===== config.mk =====
export PLATFORM = sky130hd
export DESIGN_NAME = pool2x2_fixed
export DESIGN_NICKNAME = d
export VERILOG_FILES = /design/src/rtl/pool2x2_fixed.sv
export SDC_FILE = /design/constraint.sdc
export NUM_CORES = 2
export LEC_CHECK = 0
export ABC_AREA = 1
export ABC_CLOCK_PERIOD_IN_PS = 25000
export CAP_MARGIN = 20
export CORE_ASPECT_RATIO = 1.75
export CORE_UTILIZATION = 57
export CTS_BUF_LIST = sky130_fd_sc_hd__clkbuf_8
export CTS_CLUSTER_DIAMETER = 60
export DETAILED_ROUTE_END_ITERATION = 8
export PLACE_DENSITY = 0.87
export SETUP_SLACK_MARGIN = 0.4
export SKIP_LAST_GASP = 1
export SYNTH_ARGS = -nofsm -noshare
export SYNTH_HDL_FRONTEND = slang
export SYNTH_SLANG_ARGS = --single-unit

===== constraint.sdc =====
create_clock -name clock -period 25 [get_ports clock]
set_input_delay 2.5 -clock clock [delete_from_list [all_inputs] [get_ports clock]]
set_output_delay 2.5 -clock clock [all_outputs]
set_load 0.05 [all_outputs]

===== src/rtl/pool2x2_fixed.sv =====
`default_nettype none
// ============================================================================
//  Module   : pool2x2_fixed
//  Purpose  : Streaming 2x2 stride-2 max-pooling stage for a multi-unit
//             signed fixed-point feature stream. Horizontal pairs are
//             reduced in stage 1. Even-row results are parked in a
//             half-width line buffer and merged with the odd row in stage 2.
//  Options  : define POOL_RELU_EN to clamp negative pooled units to zero.
//  Revision : 1.0  initial release
// ============================================================================
module pool2x2_fixed #(
  parameter int WIDTH      = 4,
  parameter int HEIGHT     = 4,
  parameter int W_WIDTH    = 6,
  parameter int W_HEIGHT   = 6,
  parameter int UNITS      = 12,
  parameter int INT_BITW   = 5,
  parameter int FRAC_BITW  = 8,
  parameter int FIXED_BITW = INT_BITW + FRAC_BITW,
  parameter int H_BITW     = $clog2(W_WIDTH),
  parameter int V_BITW     = $clog2(W_HEIGHT)
) (
  input  logic                        clock,
  input  logic                        n_rst,
  input  logic                        in_enable,
  input  logic [0:FIXED_BITW*UNITS-1] in_pixels,
  input  logic [V_BITW-1:0]           in_vcnt,
  input  logic [H_BITW-1:0]           in_hcnt,
  output logic                        out_enable,
  output logic [0:FIXED_BITW*UNITS-1] out_pixels,
  output logic [V_BITW-1:0]           out_vcnt,
  output logic [H_BITW-1:0]           out_hcnt
);

  localparam int c_vec_w  = FIXED_BITW * UNITS;
  // One entry per column pair; an odd trailing column never pairs.
  localparam int c_depth  = (WIDTH + 1) / 2;
  localparam int c_addr_w = (c_depth > 1) ? $clog2(c_depth) : 1;
  localparam logic [H_BITW-1:0] c_width_lim  = H_BITW'(WIDTH);
  localparam logic [V_BITW-1:0] c_height_lim = V_BITW'(HEIGHT);

  // Input qualification
  logic                 active;

  // Stage 1 state
  logic [0:c_vec_w-1]   pair_q;
  logic [0:c_vec_w-1]   hmax_q;
  logic                 hvalid_q;
  logic [H_BITW-1:0]    s1_hcnt;
  logic [V_BITW-1:0]    s1_vcnt;

  // Combinational reductions
  logic [0:c_vec_w-1]   hmax_d;
  logic [0:c_vec_w-1]   pool_d;

  // Line buffer and stage 2 controls
  logic [0:c_vec_w-1]   line_mem [c_depth];
  logic [c_addr_w-1:0]  buf_addr;
  logic [0:c_vec_w-1]   buf_rd;
  logic                 wr_en;
  logic                 rd_en;
  logic                 line_ok;

  assign active = in_enable && (in_hcnt < c_width_lim) && (in_vcnt < c_height_lim);

  // Column pair index of the stage-1 pixel addresses the line buffer.
  assign buf_addr = s1_hcnt[c_addr_w:1];
  assign buf_rd   = line_mem[buf_addr];
  assign wr_en    = hvalid_q && !s1_vcnt[0];
  assign rd_en    = hvalid_q &&  s1_vcnt[0];

  // Per-unit signed comparators; ties keep the earlier (pair / buffered) value.
  for (genvar u = 0; u < UNITS; u++) begin : g_unit
    logic signed [FIXED_BITW-1:0] pair_u;
    logic signed [FIXED_BITW-1:0] cur_u;
    logic signed [FIXED_BITW-1:0] hmax_u;
    logic signed [FIXED_BITW-1:0] buf_u;
    logic signed [FIXED_BITW-1:0] max_u;
    logic signed [FIXED_BITW-1:0] res_u;

    assign pair_u = pair_q[u*FIXED_BITW +: FIXED_BITW];
    assign cur_u  = in_pixels[u*FIXED_BITW +: FIXED_BITW];
    assign hmax_u = hmax_q[u*FIXED_BITW +: FIXED_BITW];
    assign buf_u  = buf_rd[u*FIXED_BITW +: FIXED_BITW];

    assign hmax_d[u*FIXED_BITW +: FIXED_BITW] = (pair_u >= cur_u) ? pair_u : cur_u;
    assign max_u = (buf_u >= hmax_u) ? buf_u : hmax_u;

`ifdef POOL_RELU_EN
    assign res_u = max_u[FIXED_BITW-1] ? '0 : max_u;
`else
    assign res_u = max_u;
`endif

    assign pool_d[u*FIXED_BITW +: FIXED_BITW] = res_u;
  end : g_unit

  // Stage 1: capture even-column pixel, reduce with odd-column pixel.
  always_ff @(posedge clock) begin
    if (!n_rst) begin
      pair_q   <= '0;
      hmax_q   <= '0;
      hvalid_q <= 1'b0;
      s1_hcnt  <= '0;
      s1_vcnt  <= '0;
    end else begin
      s1_hcnt  <= in_hcnt;
      s1_vcnt  <= in_vcnt;
      hvalid_q <= active && in_hcnt[0];
      if (active && !in_hcnt[0]) begin
        pair_q <= in_pixels;
      end
      if (active && in_hcnt[0]) begin
        hmax_q <= hmax_d;
      end
    end
  end

  // Line buffer: even-row horizontal maxima, contents intentionally not reset.
  always_ff @(posedge clock) begin
    if (n_rst && wr_en) begin
      line_mem[buf_addr] <= hmax_q;
    end
  end

  // Stage 2: merge odd row with buffered even row, gate on a trusted buffer.
  always_ff @(posedge clock) begin
    if (!n_rst) begin
      out_enable <= 1'b0;
      out_pixels <= '0;
      out_vcnt   <= '0;
      out_hcnt   <= '0;
      line_ok    <= 1'b0;
    end else begin
      out_vcnt <= s1_vcnt;
      out_hcnt <= s1_hcnt;
      // Writing pair 0 of an even row means the buffer now holds a fresh row.
      if (wr_en && (buf_addr == '0)) begin
        line_ok <= 1'b1;
      end
      if (rd_en && line_ok) begin
        out_enable <= 1'b1;
        out_pixels <= pool_d;
      end else begin
        out_enable <= 1'b0;
      end
    end
  end

endmodule : pool2x2_fixed
`default_nettype wire


==> design notes <==
The setup violation total in the final timing report was 0. The script computed a power per unit cell area of 57.6 nW/um^2. The first global-routing pass estimated 173,000 um of wire.

The tool flagged a number of max-cap violations equal to 0. Across the whole layout, multi-input logic makes up 37.6% of the cell area. The logs give 0.191 GHz for the maximum clock frequency and 7060 um for the met3 routed wirelength. In the post-route analysis, the smallest setup slack over all paths is 19.75 ns. The number of max-slew violations in the final report was 0.

The worst setup path is captured at a register. The run finished with clean final reports. The biggest slice of the area belongs to flip-flops and latches. The critical path goes through buf_4 -> inv_8 -> nor3_2 -> buf_4 -> buf_4. Per the OpenROAD power report, switching power amounts to 0.706 mW. The reported leakage power came out at 20.8 nW.

At the pin with the least slew margin, the transition time is 1.11 ns. Before placement the cells fill 57.6% of the core. TritonRoute output was used to compute an average wire per cell of 16.3 um. The logs give 19.09 ns for the worst setup slack after placement and 0 for the total DRC errors in the routed layout.

Of all flip-flops after synthesis, the portion carrying an async set or reset was 0%. The run gives 45.3% as the sequential area share after synthesis. The most critical setup path has its startpoint at n_rst. The data-path buffer share of cell area in the final layout was 7.26%; the part of the total power dissipated in sequential elements was 49.9%.

The clock insertion delay at the later pin of the skew report is 0.81 ns. For reference, the critical path is captured by line_mem[0][52]. Highest routing layer actually used: met5.

The final-layout worst hold slack was 0.407 ns; the pin count of the biggest net entering global routing was 170. Sorting the synthesized cells by area gives the leading types as dfxtp_1, edfxtp_1, nand2_1. The number of distinct library cells after synthesis came out at 27. The commonest non-fill, non-tap cell in the layout is nand2_1. The top cell types in the final layout, fill and taps aside, are nand2_1, inv_1, a21oi_1, dfxtp_1, nand3_1.

Looking at the post-CTS report, the setup buffer insertion count equals 0. The final hold violation count was 0; the number of non-clock inverters was 990. The initial antenna violation count was 3. Clock tree synthesis inserted a total of 112 buffers. The clock buffer instance count of the final layout is 125. Worst hold path class: reg -> reg.

For the worst setup path, the data required time is 25.37 ns. The number of nets in the final layout was 6,027; the routed via count divided by cell count was 5.59. The tools report the global-route track usage on met3 as 4.65%. Hold path startpoint: s1_vcnt[2].

Per the post-run analysis, buffers plus inverters along the critical path come to 4. The worst register-to-register path depth is 17. Looking at the clock tree report, the H-tree level count equals 3. Counting tap cells, the placed design contains a total of 6,365 instances. The floorplan report gives the top-level pin count as 328. The run gives 5.10% for the clock network contribution to total cell area.

The post-synth count of flops with an enable pin is 312. Measured along the x axis, the die boundary spans 207 um. For this design, the slowest cell found on the critical path is buf_4.

TritonCTS built the clock tree.
power by group through the flow:
stage	Clock, mW	Combinational (mW)	Sequential [mW]
floorplan	0	0.194	1.40
global placement	0	0.255	1.40
detailed placement	0	0.265	1.40
CTS	1.13	0.268	1.37
global route	1.18	0.306	1.38
finish	1.11	0.271	1.37
cells by family (layout without fill, tap and decap cells):
family | count (synthesis) | in the layout | synth area share [%]
AND/OR/NAND/NOR | 2110 | 2110 | 22.9
buffers and inverters | 1274 | 1551 | 11.9
AND-OR/OR-AND | 865 | 865 | 10.3
flip-flops | 796 | 796 | 45.3
adder cells (fa/ha/maj) | 312 | 312 | 9.29
multiplexers | 12 | 12 | 0.286
other | 0 | 2 | 0
Figure 1. Placed standard cells.
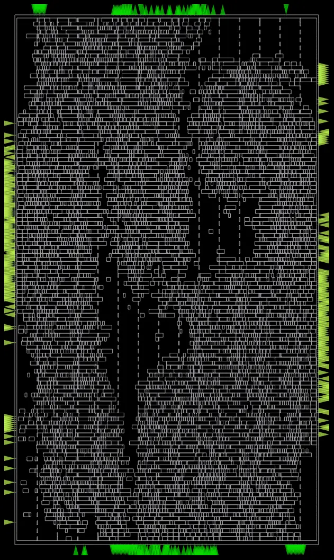
number of filler instances in the final layout: 5,788
flip-flops: 796
Final Core Density: 65.7%
sequential share of cell area: 39.8%
core area: 72,900 sq um

Figure 2. Routed metal, one color a layer.
The bar under the picture is 50 um long.
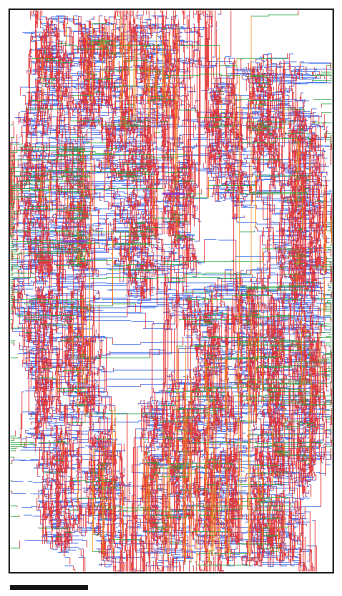
Key: purple = metal 5 [wire length 26.7 um]; green = metal 3 [wire length 7,060 um]; red = metal 2 [wire length 55.1 mm]; blue = metal 1 [wire length 39.5 mm]; orange = metal 4 [wire length 5,410 um]

Power is estimated from default activity; no workload was simulated.
